Figure 1. The clock network (run 1).
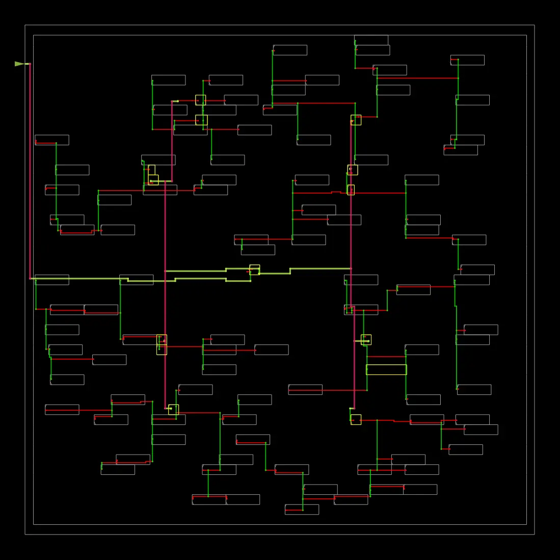
Figure 2. Clock wires, drivers and flops (run 1).
Scale bar: 50 um.
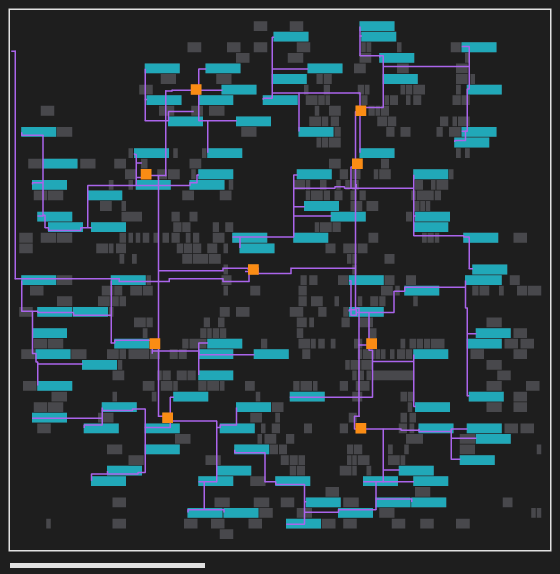
Figure 3. Metal 4 (run 1).
Supply wires on this layer in gray.
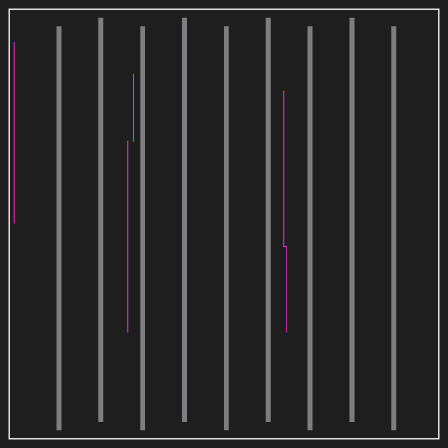
Design mnist_stream_loader, sky130hd; sources not shown.
==> notes.md, run 1 <==
The synthesis and PnR run went through. The run finished with clean final reports. The routed design could run at a clock period as short as 2.82 ns. The largest individual stage delay along the critical path comes from the cell sky130_fd_sc_hd__o21bai_1. By instance count, the leading cell after synthesis is sky130_fd_sc_hd__dfrtp_1. On the worst setup and hold paths after CTS, the clock-pin slew comes to 0.15 ns. The tree is rooted in a sky130_fd_sc_hd__clkbuf_4. Number of enable flip-flop cells landed at 0. TritonCTS built the clock tree.

The analysis attributes to cell leakage a power of 2.33 nW. The first global-routing pass estimated 18,200 um of wire. The clock tree synthesis step divided the H-tree into 3 levels. Transition time at the pin with the least slew margin landed at 0.978 ns.

The synthesized netlist occupies a cell area of 4540 sq um. By instance count after routing, the leading logic cell types are sky130_fd_sc_hd__dfrtp_1 (94), sky130_fd_sc_hd__nor2_1 (49), sky130_fd_sc_hd__clkdlybuf4s50_1 (49), sky130_fd_sc_hd__mux2_2 (35), sky130_fd_sc_hd__nand2_1 (34). From bottom edge to top edge, the die measures 139 um. Vias per cell landed at 4.60. From left edge to right edge, the die measures 139 um. STA classifies the critical path endpoint as a flop. Number of DRC violations after detailed routing landed at 0. 57 I/O pins were placed. Logged for this run, the post-placement worst setup slack is 0.806 ns. In this run the deepest clock path goes through 2 buffers. Data required time of the worst path landed at 3.94 ns.

STA classifies the critical path startpoint as a flop. Area used by sequential logic in the layout landed at 2380 sq um. For reference, the top cells by count after synthesis are sky130_fd_sc_hd__dfrtp_1 (94), sky130_fd_sc_hd__nor2_1 (50), sky130_fd_sc_hd__mux2_2 (35), sky130_fd_sc_hd__nand2_1 (34). Across all setup checks in the final design, the least slack found is 0.780 ns. Warnings raised by the tools during the run amount to 26. The largest total area in the synthesized netlist belongs to sky130_fd_sc_hd__dfrtp_1. The synthesis report names the predominant flop master as sky130_fd_sc_hd__dfrtp_1.

Register-to-register setup slack landed at 0.78 ns. The run reported a max-capacitance violation count of 0. Violation count after the first detailed-route iteration landed at 186.

The chip occupies 19,300 sq um. In this run the biggest area consumer among cell types represents 51.8% of the synthesized area. Timing would allow up to 355 MHz. The main area contributors are sky130_fd_sc_hd__dfrtp_1 (52%), sky130_fd_sc_hd__mux2_2 (8.7%), sky130_fd_sc_hd__xnor2_1 (4.2%), sky130_fd_sc_hd__nor2_1 (4.1%), sky130_fd_sc_hd__xor2_1 (3.9%). The share of the Yosys chip area taken by registers is 52.4%. Number of different library cells in the post-synthesis netlist landed at 48. Number of gates resized after CTS landed at 0. The finished cells cover 5410 sq um. According to the dpl log, the detail-placed design has an HPWL of 7570 um. Before placement the cells fill 25.4% of the core.

Critical path arrival landed at 3.16 ns. The global routing report lists combined usage of all routing layers as 11.9%. In this run the worst hold path is classified as primary input to asynchronous set/reset pin. The via count of the first global-routing pass came to 3,338. Number of cells on the worst reg-to-reg path landed at 6. Number of antenna violations at the first check in global routing landed at 1. Yosys stat counts 432 cells in the synthesized netlist. Warnings reported by Yosys during synthesis add up to 0. Area of placed instances landed at 5290 sq um. Ratio of cells with drive above 1 in the final layout landed at 14.6%. Number of setup buffers added after CTS landed at 0. Total power per unit cell area landed at 541 nW/um^2. Core area landed at 17,900 sq um. STA lists the maximum fanout along the critical path as 12. The final timing report counts setup violations totalling 0. Input and output buffers added on the ports amount to 52. VDD sags by at most 0.303 mV. Delay of the slowest cell on the worst path landed at 0.74 ns.

Area of the multi-input gates landed at 2000 sq um. In the synthesis report, Yosys lists the chip area as 4540 sq um. Final-report hold violation count landed at 0.

Residual antenna-violating net count after detailed routing landed at 0. Setup repair after global routing left no endpoint under its margin. Leaving out fill and tap cells, the most frequent cell in the layout is sky130_fd_sc_hd__dfrtp_1. Number of max-slew violations in the final report landed at 0. Share of the core filled with cells landed at 30.2%.

Between the synthesized netlist and the finished layout, the area growth was recorded as 19.2%. The critical path goes through or3_1 > or4_4 > o21bai_1 > a21oi_1 > xnor2_1 > nor2_1. Max-slew headroom at the worst pin landed at 34.6%. According to the floorplan log, the row count is 49. The filler cells instantiated in the layout total 1,856. Part of the cycle the worst path needs landed at 78.3%. The critical path in this run is classified as flop to flop. Setup TNS after final layout landed at 0 ns. A synthesized cell averages 10.5 sq um.

Final net count landed at 495. Detailed-route wire length per cell landed at 15.4 um. Total iterations of the first detailed-routing run landed at 4. Number of buffers inserted for hold repair after clock tree synthesis landed at 0. Number of cells produced by synthesis landed at 432. Sum of overflow across all layers after global routing landed at 0. Per the synth log, the flip-flop and latch total comes to 95.

Entering global routing, the biggest net connects 71 pins. Of all flip-flops after synthesis, the portion carrying an async set or reset was 100%.
Back to the opening pictures, Figure 1:
total clock network power: 0.000582 W
count of flip-flops and latches: 95
number of buffers added by the clock tree synthesis step: 9
clock sink count: 95
clk ins delay skew pair: 0.47 ns

Back to the opening pictures, Figure 2:
legend:
  flip-flops:
    color: cyan
    count: 95
  cells driving clock nets:
    color: orange
    count: 9
  clock wires:
    color: purple
    length: 1,410 um
flops lie: all over the die
Clk network pwr share: 19.8%
setup skew after layout: 0.0277 ns

Back to the opening pictures, Figure 3:
main direction: vertical
share of all routed wire: 2.0%
final wirelength: 11,000 um
total via count after detailed routing: 3,292

run 1: power breakdown:
group	internal (W)	switching (W)
clock	0.000212	0.000370
sequential	0.00118	0.000120
combinational	0.000270	0.000783
total	0.00166	0.00127
run 1: final cells by class:
| class | instances | share of cell area (%) |
|---|---|---|
| flip-flops and latches | 95 | 43.9 |
| clock inverters | 4 | 0.901 |
| clock buffers | 10 | 1.39 |
| diodes | 2 | 0.0924 |
| inverters | 10 | 0.693 |
| repair buffers | 61 | 10.7 |
| well taps | 229 | 5.29 |
| multi-input cells | 305 | 37.0 |
run 1: layer usage:
| layer | GRT usage (%) | part of all wire (%) | vias to the layer above |
|---|---|---|---|
| met3 | 2.11 | 3.0 | 13 |
| li1 | - | - | 1612 |
| met2 | 18.3 | 45 | 55 |
| met1 | 16.5 | 50 | 1612 |
| met5 | 0 | 0 | - |
| met4 | 5.26 | 2.0 | 0 |
run 1: worst max-delay path: cells and delay by family (launching register included):
family / cells / cell delay, ns
and+or+nand+nor: 3 / 1.04
AOI/OAI and AO/OA: 2 / 0.96
DFF: 1 / 0.51
xor gates and xnor gates: 1 / 0.19
run 1: through the flow:
stage | instances | power, W | hold slack, ns
after floorplan | 435 | 0.00210 | 0.424
after global placement | 700 | 0.00238 | 0.485
after detailed placement | 700 | 0.00238 | 0.493
after CTS | 714 | 0.00299 | 0.373
after global routing | 716 | 0.00309 | 0.420
final | 716 | 0.00293 | 0.359
run 1: kinds of logic after synthesis:
logic type | Yosys count | share of synthesized area [%]
and+or+nand+nor | 174 | 19.0
buffers and inverters | 35 | 3.91
muxes | 35 | 8.68
adders and majority gates | 3 | 0.827
other | 1 | 0.0826
xor gates and xnor gates | 42 | 8.10
DFF | 95 | 52.4
AOI/OAI and AO/OA | 47 | 7.03
==> run 2: changes to the inputs <==
==> constraint.sdc (replaced) <==
create_clock -name clk -period 2.25 [get_ports clk]
set_input_delay 0.45 -clock clk [delete_from_list [all_inputs] [get_ports clk]]
set_output_delay 0.45 -clock clk [all_outputs]
set_load 0.1 [all_outputs]
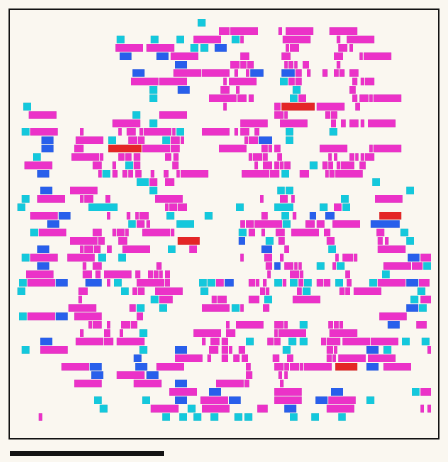
Figure 4: run 2, cells by drive strength.
Scale bar: 50 um.
legend:
  drive 6 and up:
    color: red
    cells: 5
    share: 0.95%
  drive 1 or less:
    color: magenta
    cells: 368
    share: 70%
  drive 3 to 4:
    color: cyan
    cells: 109
    share: 21%
  drive 2:
    color: blue
    cells: 47
    share: 8.9%
post-route setup slack: 0.0490 ns
final std cell area, no fill: 5760 sq um
buffer count excluding the clock tree in the final layout: 103
Area Growth Syn to Fin: 26.8%

==> run 2 against run 1 <==
Clock power rose by 87%. Largest power group unchanged. Via count rose by 4.5%. Sequential share of layout area fell by 2.6 points. Synthesized cell count did not move. Die size did not move. Final cell count rose by 6.0%.
==> notes.md, run 2 <==
The synthesis and PnR run went through. The flow ran to the end, and the final reports show no timing, DRC or antenna violations. The total via count in the routed design is 3,439 (+4.5%). The row count is 49 (unchanged). The timing report attributes the biggest portion of critical-path delay to simple AND/OR/NAND/NOR gates. Part of the cycle the worst path needs landed at 97.8% (+19 points). The max-slew headroom at the worst pin is 66.7% (+32 points). Proportion of synthesized flip-flops having asynchronous set or reset landed at 100% (unchanged). The type recorded for the worst min-delay path is primary input to asynchronous set/reset pin. The via count of the first global-routing pass came to 3,581 (+7.3%). For reference, the top cells by area after synthesis are sky130_fd_sc_hd__dfrtp_1 (52%), sky130_fd_sc_hd__mux2_2 (8.7%), sky130_fd_sc_hd__xnor2_1 (4.2%), sky130_fd_sc_hd__nor2_1 (4.1%), sky130_fd_sc_hd__xor2_1 (3.9%). Critical path depth landed at 7 (+1).

The delay of the slowest cell on the worst path came to 0.58 ns (-0.16 ns). Clock latency on the worst-skew pair landed at 0.47 ns (about the same). Clock transition at the registers of the reported paths landed at 0.14 ns (about the same).

The critical path is of the flop to flop type. The setup TNS after final layout is 0 ns (unchanged). Y dimension of the die landed at 139 um (unchanged). Largest fanout of any net on the critical path landed at 3 (-9). Register-to-register setup slack landed at 0.05 ns (-0.73 ns).

Tally of max-capacitance violations landed at 0 (unchanged). The chip area is 19,300 sq um (unchanged). The maximum resistive drop on vdd was 0.364 mV (+20%).

The total of endpoints with negative setup slack in the final report is 0 (unchanged). The power consumed by sequential cells came to 0.00204 W (+57%). The power in combinational cells came to 0.00184 W (+75%). The final net count was 537 (+8.5%).

The sum of overflow across all layers after global routing was 0 (unchanged). The post-placement worst setup slack came to -0.148 ns (-0.954 ns). In this run the critical path is formed by or3_1 > or4_4 > buf_4 > nor4_1 > nand2_1 > a21oi_2 > nand3b_1.

Vias per cell landed at 4.53 (-1.5%). The total power per unit cell area came to 863 nW/um^2 (+59%). Sequential power share landed at 41.0% (-3.2 points). Post-layout minimum cycle time landed at 2.20 ns (-0.619 ns).

The number of different library cells in the post-synthesis netlist came to 48 (unchanged). Net switching fraction of the power landed at 42.0% (-1.4 points). The number of buffers created by CTS is 9 (unchanged).

Highest clock rate landed at 454 MHz (+28%). Yosys instantiated no cell more often than sky130_fd_sc_hd__dfrtp_1. Number of sinks handled by clock tree synthesis landed at 95 (unchanged). The most used flip-flop cell after synthesis is sky130_fd_sc_hd__dfrtp_1. The area of placed instances is 5540 sq um (+4.7%). STA classifies the critical path startpoint as a flop. The critical path arrival came to 2.61 ns (-0.55 ns). Total iterations of the first detailed-routing run landed at 4 (unchanged). The total detailed-routing wirelength is 11,500 um (+4.8%). The number of synthesized register bits came to 95 (unchanged). In the power breakdown, the biggest contributor is sequential cells. Final-report hold violation count landed at 0 (unchanged).

Ratio of cells with drive above 1 in the final layout landed at 30.4% (+16 points). The cell type that accounts for the most area after synthesis is sky130_fd_sc_hd__dfrtp_1. The H-tree depth was 3 (unchanged). Number of standard cells reported by yosys landed at 432 (unchanged). Among all stages on the critical path, the largest delay is contributed by sky130_fd_sc_hd__or4_4. The count of input and output buffers is 52 (unchanged).

The synthesized area per cell was 10.5 sq um (unchanged). The number of cells produced by synthesis is 432 (unchanged). The maximum buffer depth of the clock tree was 2 (unchanged). The largest net degree at the start of global routing is 47 (-34%). Net switching power landed at 0.00209 W (+64%).

Number of max-slew violations in the final report landed at 0 (unchanged). The aggregate global-route resource usage is 12.5% (+0.63 points). Sequential share of the synthesized area landed at 52.4% (unchanged). The half-perimeter wire length of the detailed placement result was 8220 um (+8.6%). Tally of yosys warning messages landed at 0 (unchanged). Overall die width landed at 139 um (unchanged).
[run 2: cell counts after synthesis]
No cell type changed its count.
[run 2: routing by layer]
metal  routed length (um)  part of all wire, %  up-vias  track usage [%]
met5                    0                    0        -                0
met4                  195                  1.7        0             5.00
met3                  355                  3.1       11             2.52
met2                 5220                   45       57             19.5
met1                 5770                   50     1685             17.2
li1                     -                    -     1686                -
[run 2: final cells by class]
cell class / instances / area, sq um / area share [%]
multi-input combinational: 305 / 2050 / 35.7
clock buffer: 11 / 82.6 / 1.43
clock inverter: 5 / 82.6 / 1.43
antenna: 1 / 2.50 / 0.0435
sequential: 95 / 2380 / 41.3
tap: 229 / 287 / 4.98
timing repair buffer: 103 / 833 / 14.5
inverter: 10 / 37.5 / 0.652
[run 2: worst reg2reg max path, delay by kind of cell (launching register included)]
kind	cells	cell delay (ns)
AND/OR/NAND/NOR	5	1.43
flip-flops	1	0.40
buffers and inverters	1	0.16
AND-OR/OR-AND	1	0.16
[run 2: metrics by stage]
stage               cells  utilization (%)  hold WS (ns)
global placement      740             30.9         0.427
global route          759             32.1         0.454
CTS                   757             32.0         0.425
detailed placement    740             30.9         0.435
finish                759             32.1         0.448
floorplan             435                -         0.154
[run 2: logic make-up (layout without fill, tap and decap cells)]
family	after synthesis	after routing	synth area share [%]
simple gates	174	174	19.0
flops	95	95	52.4
other cells	1	5	0.0826
buf+inv	35	129	3.91
fa+ha+maj	3	3	0.827
mux	35	35	8.68
compound gates	47	47	7.03
xor+xnor	42	42	8.10
[run 2: timing repair]
item | 4_1_cts | 5_1_grt
hold buffers | 1 | 0
hold endpoints to repair | 27 | 0
resized | 4 | 4
buffers inserted | 0 | 2
pin swaps | 4 | 6
endpoints found under the setup margin | 3 | 13
Power and IR drop assume default switching activity.
